$ cat src/rtl/lector_contadores.sv
// Readout sequencer for the counter bank: waits for the transaction FSM to go idle,
// walks every counter index, hands each count to the probador and latches the sweep sum.
module lector_contadores #(
  parameter int NUM_CNT = 4,
  parameter int DATA_W  = 5,
  parameter int IDX_W   = 2,
  parameter int TIMEOUT = 15
) (
  input  logic                    clk,
  input  logic                    rst,
  input  logic                    start,
  input  logic                    idle,
  output logic                    cnt_req,
  output logic [IDX_W-1:0]        cnt_idx,
  input  logic [DATA_W-1:0]       cnt_data,
  input  logic                    cnt_valid,
  output logic [DATA_W-1:0]       rd_data,
  output logic [IDX_W-1:0]        rd_idx,
  output logic                    rd_valid,
  input  logic                    rd_ready,
  output logic [DATA_W+IDX_W-1:0] total,
  output logic                    busy,
  output logic                    done,
  output logic                    err
);

  localparam int ACC_W = DATA_W + IDX_W;
  localparam int TMR_W = (TIMEOUT > 1) ? $clog2(TIMEOUT) : 1;
  localparam logic [IDX_W-1:0] LAST_IDX = IDX_W'(NUM_CNT - 1);
  localparam logic [TMR_W-1:0] TMR_LAST = TMR_W'(TIMEOUT - 1);

  typedef enum logic [2:0] {
    S_IDLE,
    S_WAIT,
    S_REQ,
    S_OUT,
    S_DONE
  } state_t;

  state_t             state;
  state_t             state_nxt;
  logic [IDX_W-1:0]   ptr;
  logic [TMR_W-1:0]   timer;
  logic [ACC_W-1:0]   acc;
  logic               timeout_hit;
  logic               xfer;
  logic               last_ptr;

  // Accumulator is wide enough for NUM_CNT full-scale counts, so no saturation is needed.
  function automatic logic [ACC_W-1:0] acc_add(input logic [ACC_W-1:0] a,
                                               input logic [DATA_W-1:0] d);
    return a + ACC_W'(d);
  endfunction

  assign timeout_hit = (state == S_WAIT) && !idle && (timer == TMR_LAST);
  assign xfer        = (state == S_OUT) && rd_ready;
  assign last_ptr    = (ptr == LAST_IDX);

  always_ff @(posedge clk) begin
    if (rst) begin
      state <= S_IDLE;
    end else begin
      state <= state_nxt;
    end
  end

  always_comb begin
    state_nxt = state;
    case (state)
      S_IDLE: if (start) state_nxt = S_WAIT;
      S_WAIT: begin
        if (idle)             state_nxt = S_REQ;
        else if (timeout_hit) state_nxt = S_IDLE;
      end
      S_REQ:  state_nxt = cnt_valid ? S_OUT : S_WAIT;
      S_OUT: begin
        if (xfer) state_nxt = last_ptr ? S_DONE : S_REQ;
      end
      S_DONE: state_nxt = S_IDLE;
      default: state_nxt = S_IDLE;
    endcase
  end

  // Handshake outputs are pure decodes of registered state so the bank sees no glitches.
  always_comb begin
    cnt_req  = 1'b0;
    cnt_idx  = '0;
    rd_valid = 1'b0;
    busy     = (state != S_IDLE);
    done     = 1'b0;
    err      = 1'b0;
    case (state)
      S_WAIT: err = timeout_hit;
      S_REQ: begin
        cnt_req = 1'b1;
        cnt_idx = ptr;
      end
      S_OUT:  rd_valid = 1'b1;
      S_DONE: done = 1'b1;
      default: ;
    endcase
  end

  always_ff @(posedge clk) begin
    if (rst) begin
      ptr     <= '0;
      timer   <= '0;
      acc     <= '0;
      rd_data <= '0;
      rd_idx  <= '0;
      total   <= '0;
    end else begin
      case (state)
        S_IDLE: begin
          if (start) begin
            ptr   <= '0;
            acc   <= '0;
            timer <= '0;
          end
        end
        S_WAIT: begin
          if (!idle) timer <= timer + 1'b1;
        end
        S_REQ: begin
          // A missing response means the transaction FSM left idle; retry this index.
          if (cnt_valid) begin
            rd_data <= cnt_data;
            rd_idx  <= ptr;
            acc     <= acc_add(acc, cnt_data);
          end else begin
            timer <= '0;
          end
        end
        S_OUT: begin
          if (rd_ready && !last_ptr) ptr <= ptr + 1'b1;
        end
        S_DONE: total <= acc;
        default: ;
      endcase
    end
  end

endmodule

$ cat config.mk
export PLATFORM = sky130hd
export DESIGN_NAME = lector_contadores
export DESIGN_NICKNAME = d
export VERILOG_FILES = /design/src/rtl/lector_contadores.sv
export SDC_FILE = /design/constraint.sdc
export NUM_CORES = 1
export LEC_CHECK = 0
export CORE_ASPECT_RATIO = 0.9
export CORE_MARGIN = 2
export CORE_UTILIZATION = 30
export CTS_BUF_LIST = sky130_fd_sc_hd__clkbuf_4 sky130_fd_sc_hd__clkbuf_8
export CTS_CLUSTER_SIZE = 20
export DETAILED_ROUTE_END_ITERATION = 6
export PLACE_DENSITY_LB_ADDON = 0.3
export SETUP_SLACK_MARGIN = 0.2
export SLEW_MARGIN = 10
export SYNTH_ARGS = -nofsm -noshare
export SYNTH_HDL_FRONTEND = slang
export SYNTH_SLANG_ARGS = --single-unit
$ cat constraint.sdc
create_clock -name clk -period 2.2 [get_ports clk]
set_clock_uncertainty 0.1 [all_clocks]
set_input_delay 0.33 -clock clk [delete_from_list [all_inputs] [get_ports clk]]
set_output_delay 0.33 -clock clk [all_outputs]
set_load 0.05 [all_outputs]
**Ports around the boundary**

Pins as bars across the die edge, other pins in gray.
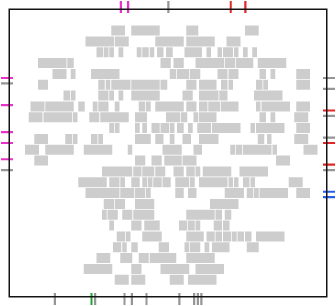
color	port	pins	direction	edge
magenta	total	7	output	5 west, 2 north
green	rd_ready	1	input	south
red	cnt_data	5	input	3 east, 2 north
blue	rd_idx	2	output	east
all pins by edge	10 south, 10 east, 7 west, 5 north

**Clock distribution**

Scale bar: 20 um.
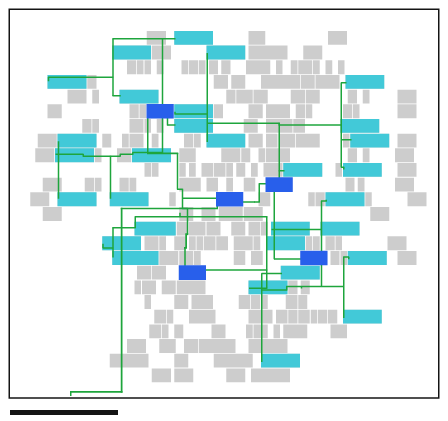
[cyan] flip-flops | count: 30
[green] clock wires | length: 464 um
[blue] clock-net drivers | count: 5
routed clock nets	6
reported clock group power: 0.466 mW
Clock Power Share: 39.3%
clk_lat worst skew: 0.28 ns

stage by stage:
stage / TNS, ns / cells / setup WS [ns] / hold WS (ns) / util (%)
final: 0 / 293 / 0.2375 / 0.3535 / 43.38
after global placement: 0 / 285 / 0.01265 / 0.3444 / 41.18
after CTS: 0 / 293 / 0.1972 / 0.3581 / 43.25
after global routing: 0 / 293 / 0.1971 / 0.3717 / 43.38
after floorplan: 0 / 186 / 0.3495 / 0.3408 / -
after detailed placement: -0.06603 / 285 / -0.04706 / 0.3478 / 41.18
routing by layer:
metal | global-route usage [%] | up-vias
li1 | - | 737
met1 | 20.23 | 627
met2 | 17.98 | 35
met3 | 4.660 | 2
met4 | 6.130 | 0
met5 | 0 | -
registers in the layout, indices dropped and copies added (netlist names):
name,flops
acc,7
ptr,2
rd_data,5
rd_idx,2
state,3
timer,4
total,7
==> results.json <==
{
  "synth-warning-count": 0,
  "power.leakage_nw": 0.8065,
  "drt_pre_antenna_iters": 5,
  "pin_count": 32,
  "post_cts_resize_count": 3,
  "num_vias": 1401,
  "place.detailed.hpwl_um": 2736,
  "tritoncts_num_sinks": 30,
  "floorplanUtilization_pct": 31.31,
  "critical_path.n_buffers_inverters": 2,
  "synth-edff-count": 0,
  "clockBufferCount": 6,
  "crit_cells": 8,
  "route.top_layer_used": "met4",
  "min_delay_path_depth": 2,
  "combinationalPowerShare_pct": 13.3,
  "routed_vias_inst": 4.782,
  "post_synth_main_area_contributors": "sky130_fd_sc_hd__dfxtp_1, sky130_fd_sc_hd__nand2_1, sky130_fd_sc_hd__a21oi_1",
  "synth-xor-area-share_pct": 0.5714,
  "place_congestion": 0.8662,
  "fp.dieArea_mm2": 0.005698,
  "timing.critical_path.slowest_stage_cell": "sky130_fd_sc_hd__clkdlybuf4s50_1",
  "post_synth_most_frequent_cells": "sky130_fd_sc_hd__nand2_1, sky130_fd_sc_hd__dfxtp_1, sky130_fd_sc_hd__a21oi_1",
  "global_route_wire_length_before_repair_um": 6051,
  "largest_area_cell": "sky130_fd_sc_hd__dfxtp_1",
  "worst-path-max-fanout": 2,
  "netlist_instances": 186,
  "regToRegEndpoint": "acc[6]",
  "nonClkBufAreaFrac_pct": 20.27,
  "required_time_of_the_worst_setup_path_ns": 2.31,
  "cts_buf_count": 5,
  "tcrit_tclk_final_pct": 89.21,
  "end_kind": "register",
  "max-clock-path-buffers": 2,
  "n_sequential_cell": 30,
  "result_of_the_run": "finished clean",
  "floorplan.core_area_mm2": 0.004895,
  "layout.cells.largest_class": "combinational gates",
  "final_design_area_no_fill_mm2": 0.002123,
  "fp_nets": 206,
  "simple_gate_share_pct": 26.53,
  "power_density_over_cell_area_mw_per_mm2": 558.9,
  "detailedRoute.firstIterationViolations": 73,
  "synth.yosys.num_cells": 186,
  "die_y_um": 71.81,
  "n_all_inverters": 10,
  "syn-mean-instance-area_um2": 8.240,
  "route.detailed.drc": 0,
  "cap_violations": 0,
  "nNetsFinal": 247,
  "synthMuxAreaShare_pct": 2.694,
  "share_of_the_synthesized_area_in_the_top_cell_type_pct": 39.18,
  "worst_r2r_startpoint": "acc[0]",
  "maximum_number_of_pins_on_one_net_before_global_route_repair": 14,
  "synth_top_flop_cell": "sky130_fd_sc_hd__dfxtp_1",
  "total_number_of_placement_rows": 24,
  "area.share.combinational_pct": 41.13,
  "maxSlewHeadroom_pct": 66.68,
  "route.detailed.wl_per_inst_um": 12.58,
  "worstPathArrival_ns": 2.08,
  "totalWireLength_um": 3686
}
No activity file was given, so power comes from the tool's default toggle rates.
